===== config.mk =====
export PLATFORM = sky130hd
export DESIGN_NAME = id_stage_pipe
export DESIGN_NICKNAME = d
export VERILOG_FILES = /design/src/rtl/id_stage_pipe.sv
export SDC_FILE = /design/constraint.sdc
export NUM_CORES = 2
export LEC_CHECK = 0
export CORE_ASPECT_RATIO = 0.6
export CORE_UTILIZATION = 35
export DETAILED_ROUTE_END_ITERATION = 8
export GPL_TIMING_DRIVEN = 1
export PLACE_DENSITY = 0.62
export SLEW_MARGIN = 20
export SYNTH_ARGS = -nofsm -noshare
export SYNTH_HDL_FRONTEND = slang
export SYNTH_SLANG_ARGS = --single-unit

===== constraint.sdc =====
create_clock -name clk -period 4.38 [get_ports clk]
set_clock_uncertainty 0.05 [all_clocks]
set_input_delay 0.876 -clock clk [delete_from_list [all_inputs] [get_ports clk]]
set_output_delay 0.876 -clock clk [all_outputs]
set_load 0.01 [all_outputs]

===== src/rtl/id_stage_pipe.sv =====
// RV32I/RV32E decode stage: register file read, field decode and an ID/EX output register
// with valid/ready handshakes on both sides, load-use interlock and flush.
module id_stage_pipe #(
  parameter int NREGS          = 32,
  parameter bit BYPASS_EN      = 1'b1,
  parameter bit LOAD_USE_STALL = 1'b1
) (
  input  logic        clk,
  input  logic        rst,
  input  logic        in_valid,
  output logic        in_ready,
  input  logic [31:0] in_inst,
  input  logic [31:0] in_pc,
  input  logic        flush,
  input  logic        wb_we,
  input  logic [4:0]  wb_rd_s,
  input  logic [31:0] wb_rd_v,
  output logic        out_valid,
  input  logic        out_ready,
  output logic [31:0] out_pc,
  output logic [31:0] out_inst,
  output logic [4:0]  out_rs1_s,
  output logic [4:0]  out_rs2_s,
  output logic [31:0] out_rs1_v,
  output logic [31:0] out_rs2_v,
  output logic [31:0] out_imm,
  output logic [4:0]  out_rd_s,
  output logic        out_regf_we,
  output logic        out_mem_rd,
  output logic        out_mem_wr,
  output logic [2:0]  out_funct3,
  output logic        out_illegal
);
  localparam int RWID = $clog2(NREGS);

  localparam logic [6:0] OP_LUI   = 7'b0110111;
  localparam logic [6:0] OP_AUIPC = 7'b0010111;
  localparam logic [6:0] OP_JAL   = 7'b1101111;
  localparam logic [6:0] OP_JALR  = 7'b1100111;
  localparam logic [6:0] OP_BR    = 7'b1100011;
  localparam logic [6:0] OP_LOAD  = 7'b0000011;
  localparam logic [6:0] OP_STORE = 7'b0100011;
  localparam logic [6:0] OP_OPIMM = 7'b0010011;
  localparam logic [6:0] OP_REG   = 7'b0110011;

  logic [31:0] regs [NREGS];

  logic        vld_p1, we_p1, mrd_p1, mwr_p1, ill_p1;
  logic [31:0] pc_p1, inst_p1, rs1_v_p1, rs2_v_p1, imm_p1;
  logic [4:0]  rs1_s_p1, rs2_s_p1, rd_s_p1;
  logic [2:0]  f3_p1;

  function automatic logic in_range(input logic [4:0] idx);
    return (NREGS == 32) || (idx[4] == 1'b0);
  endfunction

  // x0 and out-of-range indices read as zero; bypass picks up a same-cycle write-back
  function automatic logic [31:0] rf_read(input logic [4:0] idx);
    if (idx == 5'd0 || !in_range(idx))
      return 32'd0;
    else if (BYPASS_EN && wb_we && wb_rd_s == idx)
      return wb_rd_v;
    else
      return regs[idx[RWID-1:0]];
  endfunction

  // ---- stage 0: decode of the incoming IF/ID entry ----
  logic        use_rs1, use_rs2, use_rd, known, is_load, is_store;
  logic [31:0] imm_d;
  always_comb begin
    use_rs1  = 1'b0;
    use_rs2  = 1'b0;
    use_rd   = 1'b0;
    known    = 1'b1;
    is_load  = 1'b0;
    is_store = 1'b0;
    imm_d    = 32'd0;
    case (in_inst[6:0])
      OP_LUI, OP_AUIPC: begin
        use_rd = 1'b1;
        imm_d  = {in_inst[31:12], 12'd0};
      end
      OP_JAL: begin
        use_rd = 1'b1;
        imm_d  = {{12{in_inst[31]}}, in_inst[19:12], in_inst[20], in_inst[30:21], 1'b0};
      end
      OP_JALR, OP_OPIMM, OP_LOAD: begin
        use_rs1 = 1'b1;
        use_rd  = 1'b1;
        is_load = (in_inst[6:0] == OP_LOAD);
        imm_d   = {{21{in_inst[31]}}, in_inst[30:20]};
      end
      OP_BR: begin
        use_rs1 = 1'b1;
        use_rs2 = 1'b1;
        imm_d   = {{20{in_inst[31]}}, in_inst[7], in_inst[30:25], in_inst[11:8], 1'b0};
      end
      OP_STORE: begin
        use_rs1  = 1'b1;
        use_rs2  = 1'b1;
        is_store = 1'b1;
        imm_d    = {{21{in_inst[31]}}, in_inst[30:25], in_inst[11:7]};
      end
      OP_REG: begin
        use_rs1 = 1'b1;
        use_rs2 = 1'b1;
        use_rd  = 1'b1;
      end
      default: known = 1'b0;
    endcase
  end

  logic [4:0]  rs1_d, rs2_d, rd_d;
  logic        ill_d, we_d;
  logic [31:0] rs1_v_d, rs2_v_d;
  assign rs1_d   = use_rs1 ? in_inst[19:15] : 5'd0;
  assign rs2_d   = use_rs2 ? in_inst[24:20] : 5'd0;
  assign ill_d   = !known || !in_range(rs1_d) || !in_range(rs2_d)
                   || (use_rd && !in_range(in_inst[11:7]));
  assign we_d    = use_rd && !ill_d;
  assign rd_d    = we_d ? in_inst[11:7] : 5'd0;
  assign rs1_v_d = rf_read(rs1_d);
  assign rs2_v_d = rf_read(rs2_d);

  // Interlock: the held entry is a load whose result the incoming instruction needs
  logic adv, stall, accept;
  assign adv      = !vld_p1 || out_ready;
  assign stall    = LOAD_USE_STALL && vld_p1 && mrd_p1 && (rd_s_p1 != 5'd0)
                    && ((rs1_d == rd_s_p1) || (rs2_d == rd_s_p1));
  assign in_ready = adv && !stall && !rst;
  assign accept   = in_valid && in_ready;

  always_ff @(posedge clk) begin
    if (rst) begin
      for (int i = 0; i < NREGS; i++) regs[i] <= 32'd0;
    end else if (wb_we && wb_rd_s != 5'd0 && in_range(wb_rd_s)) begin
      regs[wb_rd_s[RWID-1:0]] <= wb_rd_v;
    end
  end

  // ---- stage 1: ID/EX register ----
  always_ff @(posedge clk) begin
    if (rst)           vld_p1 <= 1'b0;
    else if (flush)    vld_p1 <= 1'b0;
    else if (accept)   vld_p1 <= 1'b1;
    else if (adv)      vld_p1 <= 1'b0;
  end

  always_ff @(posedge clk) begin
    if (rst) begin
      pc_p1 <= '0; inst_p1 <= '0; rs1_s_p1 <= '0; rs2_s_p1 <= '0;
      rs1_v_p1 <= '0; rs2_v_p1 <= '0; imm_p1 <= '0; rd_s_p1 <= '0;
      we_p1 <= 1'b0; mrd_p1 <= 1'b0; mwr_p1 <= 1'b0; f3_p1 <= '0; ill_p1 <= 1'b0;
    end else if (!flush && accept) begin
      pc_p1    <= in_pc;
      inst_p1  <= in_inst;
      rs1_s_p1 <= rs1_d;
      rs2_s_p1 <= rs2_d;
      rs1_v_p1 <= rs1_v_d;
      rs2_v_p1 <= rs2_v_d;
      imm_p1   <= imm_d;
      rd_s_p1  <= rd_d;
      we_p1    <= we_d;
      mrd_p1   <= is_load && !ill_d;
      mwr_p1   <= is_store && !ill_d;
      f3_p1    <= in_inst[14:12];
      ill_p1   <= ill_d;
    end
  end

  assign out_valid   = vld_p1;
  assign out_pc      = pc_p1;
  assign out_inst    = inst_p1;
  assign out_rs1_s   = rs1_s_p1;
  assign out_rs2_s   = rs2_s_p1;
  assign out_rs1_v   = rs1_v_p1;
  assign out_rs2_v   = rs2_v_p1;
  assign out_imm     = imm_p1;
  assign out_rd_s    = rd_s_p1;
  assign out_regf_we = we_p1;
  assign out_mem_rd  = mrd_p1;
  assign out_mem_wr  = mwr_p1;
  assign out_funct3  = f3_p1;
  assign out_illegal = ill_p1;
endmodule


==> images/zoom.png <==
Region (399, 68) to (429, 98) um. Cells in gray, sequential cells in the stronger gray; small squares are vias.
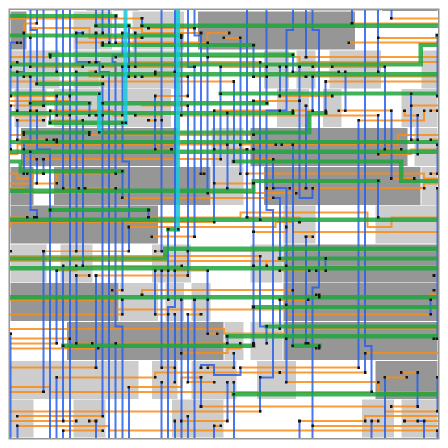
Key: met4 = cyan; met1 = orange; met2 = blue; met3 = green
Most frequent: edfxtp_1 (11), and2_1 (10), nand2_1 (6). Netlist names of flops here include `regs` (11). Sequential cells in the window: 11. 46 logic cells have their middle in the window.

==> images/final_clocks.png <==
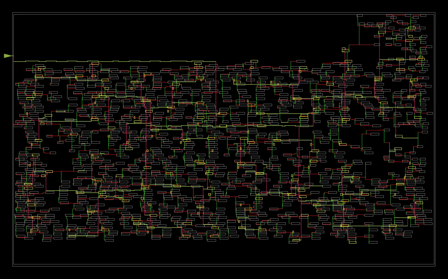
clock net sink count: 1,204
Flops: 1,204

==> run summary <==
Flow results are below.

- The flow ran to the end, and the final reports show no timing, DRC or antenna violations.
- The number of input and output port buffers inserted is 290, for reference.
- Summing every instance area after synthesis gives 63,430 sq um.
- The data arrival time at the worst-slack endpoint is 3.05 ns, for reference.
- The tree is rooted in a sky130_fd_sc_hd__clkbuf_16.
- Synthesis instantiated 84 different standard cells from the library.
- The most area-hungry cell type in the Yosys netlist is sky130_fd_sc_hd__edfxtp_1, for reference.
- After legalization and detailed placement, the total HPWL measured 178.7 mm.
- The number of rows in the core area is 120, for reference.
- The final report gives the core utilization as 42.33%.
- According to the timing report, the data required time at the worst endpoint equals 3.45 ns.
- The logs give a warning total of 27.
- For the pin with the worst max-slew slack, the measured transition is 1.251 ns.
- The slowest stage cell on the critical path is sky130_fd_sc_hd__clkdlybuf4s50_1, for reference.
- Once detail routing completed, the nets flagged for antenna violations numbered 0.
- For the worst-skew pair, the clock arrives at the later sink with an insertion delay of 0.77 ns.
- Dividing the synthesized area by the synthesized cell count gives 10.77 sq um.
- For this run, the top clock speed supported by timing is 0.2512 GHz.
- The CTS tree is yes, for reference.
- OpenROAD reports that the post-layout worst path occupies 90.88% of the period.
- The die footprint is 183,000 sq um, for reference.
- The leakage component of the power is 26.98 nW, for reference.
- The count of endpoints failing setup in the final report is 0, for reference.
- The power per unit of standard cell area is 352.1 nW/um^2, for reference.
- The floorplan core density is 35.41%, for reference.
- In this run, post-CTS hold repair placed 0 buffers.
- The report lists the cells along the critical path as clkdlybuf4s50_1 > nand3b_1 > buf_4 > a211oi_4 > xnor2_1 > o2111a_1 > nor4_2 > dlymetal6s2s_1.
- The global route stage reports its total congestion overflow as 0.
- In this run the worst path has a maximum fanout of 6.
- Endpoints failing hold in the final report were tallied at 0.
- The synthesis run shows the most used standard cells to be sky130_fd_sc_hd__edfxtp_1 (1,024), sky130_fd_sc_hd__and2_1 (995), sky130_fd_sc_hd__nand2_1 (694).
- The detailed placer reported the number of placed instances as 8,420.
- The share of the yosys chip area belonging to registers is 54.16%, for reference.
- The largest stage delay on the critical path is 0.65 ns, for reference.
- The max-slew headroom at the worst pin is 16.19%, for reference.
- The count of final max-slew check failures is 0, for reference.
- The combined global-route utilization of all metal layers is 27.72%, for reference.
- The largest vdd supply drop is 0.3574 mV, for reference.
- The worst setup path category is input pin to output pin, for reference.
- The top cell types in the final layout, fill and taps aside, are sky130_fd_sc_hd__edfxtp_1 (1,024), sky130_fd_sc_hd__and2_1 (995), sky130_fd_sc_hd__nand2_1 (694), sky130_fd_sc_hd__buf_4 (343), sky130_fd_sc_hd__mux2i_1 (341).
- The register clock-pin slew on the reported worst setup and hold paths is 0.08 ns, for reference.
- The main area contributors are sky130_fd_sc_hd__edfxtp_1 (48%), sky130_fd_sc_hd__and2_1 (9.8%), sky130_fd_sc_hd__dfxtp_1 (5.7%).
- The share of layout cells above drive strength 1 is 13.98%, for reference.
- The flip-flop cell with the highest count after synthesis is sky130_fd_sc_hd__edfxtp_1, for reference.
- From left edge to right edge, the die measures 551.6 um.
- Dividing the detail-routed wire length by the instance count gives 30.33 um.
- Leaving out fill and tap cells, the most frequent cell in the layout is sky130_fd_sc_hd__edfxtp_1.
- The clock period could shrink to 3.981 ns.
- The number of nets in the finished design is 6,269, for reference.
- The number of flops mapped to enable cells by yosys is 1,024, for reference.
- The total of warnings raised by yosys is 0, for reference.
- The post-synthesis sequential element count is 1,204, for reference.
- The TritonCTS buffer count is 117, for reference.
- The initial antenna violation count is 8, for reference.
- The total wirelength of the detailed-routed design is 262.3 mm, for reference.
- The first TritonRoute pass finished after 8 iterations.
- The H-tree depth is 3, for reference.
- The synthesized design devotes to its leading area cell type 48.48% of total area.
- The initial DRC count is 7,932, for reference.
-- flip-flops by register name (all words and copies together), names as in the netlist --
register,flops
out_illegal,1
out_imm,32
out_inst,32
out_mem_rd,1
out_mem_wr,1
out_pc,32
out_rd_s,5
out_regf_we,1
out_rs1_s,5
out_rs1_v,32
out_rs2_s,5
out_rs2_v,32
out_valid,1
regs,1024
-- power breakdown --
part	total [W]	internal (W)	switching [W]
Clock	0.0107	0.00589	0.00480
Combinational	0.00267	0.000965	0.00171
Sequential	0.0133	0.0130	0.000334
-- stage by stage --
stage                     hold slack [ns]  worst slack [ns]  power [W]  area (sq um)
after floorplan                    0.4262            0.9663    0.01479         63550
after global placement             0.3906          -0.04220    0.01610         71900
after CTS                          0.3066           0.08211    0.02666         75810
final                              0.3787            0.3993    0.02669         75820
after global routing               0.3522            0.3412    0.02731         75810
after detailed placement           0.3959          -0.06094    0.01615         71900
-- layer usage --
| layer | track usage (%) | vias to the layer above | routed length (um) |
|---|---|---|---|
| met5 | 0 | - | 26 |
| met4 | 9.766 | 4 | 10160 |
| met3 | 6.333 | 554 | 32960 |
| met2 | 39.31 | 3920 | 107900 |
| met1 | 40.96 | 26570 | 111200 |
| li1 | - | 22170 | - |
-- worst max-delay path: cells and delay by family --
family,cells,cell delay [ns]
AOI/OAI and AO/OA,2,0.58
xor gates and xnor gates,1,0.19
buffers and inverters,3,1.07
and+or+nand+nor,2,0.33
-- repair_timing --
| action | CTS | global route |
|---|---|---|
| resized | 2 | 2 |
| setup endpoints to repair | 1 | 1 |
| setup buffers | 1 | 1 |
| pin swaps | 1 | 1 |
-- final cells by class --
type	instances	area (sq um)	area share, %
Inverter	65	246.5	0.3251
Clock inverter	61	609.3	0.8037
Tap cell	2379	2977	3.926
Clock buffer	160	3284	4.332
Multi-Input combinational cell	4040	26840	35.40
Sequential cell	1204	34350	45.31
Timing Repair Buffer	734	7497	9.889
Antenna cell	4	10.01	0.01320
-- worst paths after layout --
| path | start | endpoint | depth (start not counted) |
|---|---|---|---|
| setup reg to reg | out_rd_s[4]$_SDFFE_PP0P_ | out_rs2_v[10]$_SDFFE_PP0P_ | 7 |
| hold / removal | rst | out_mem_rd$_SDFFE_PP0P_ | 2 |
| hold reg to reg | out_rs1_s[1]$_SDFFE_PP0P_ | out_rs1_s[1]$_SDFFE_PP0P_ | 2 |
| setup / recovery | in_inst[6] | in_ready | 8 |
-- kinds of logic (layout without fill, tap and decap cells) --
family	count (synthesis)	in the layout	share of synthesized area (%)
and+or+nand+nor	2295	2295	19.01
AOI/OAI and AO/OA	1246	1246	13.79
DFF	1204	1204	54.16
buffers and inverters	677	1020	4.239
muxes	456	456	8.648
xor gates and xnor gates	11	11	0.1519
other	1	36	0.005912
No activity file was given, so power comes from the tool's default toggle rates.
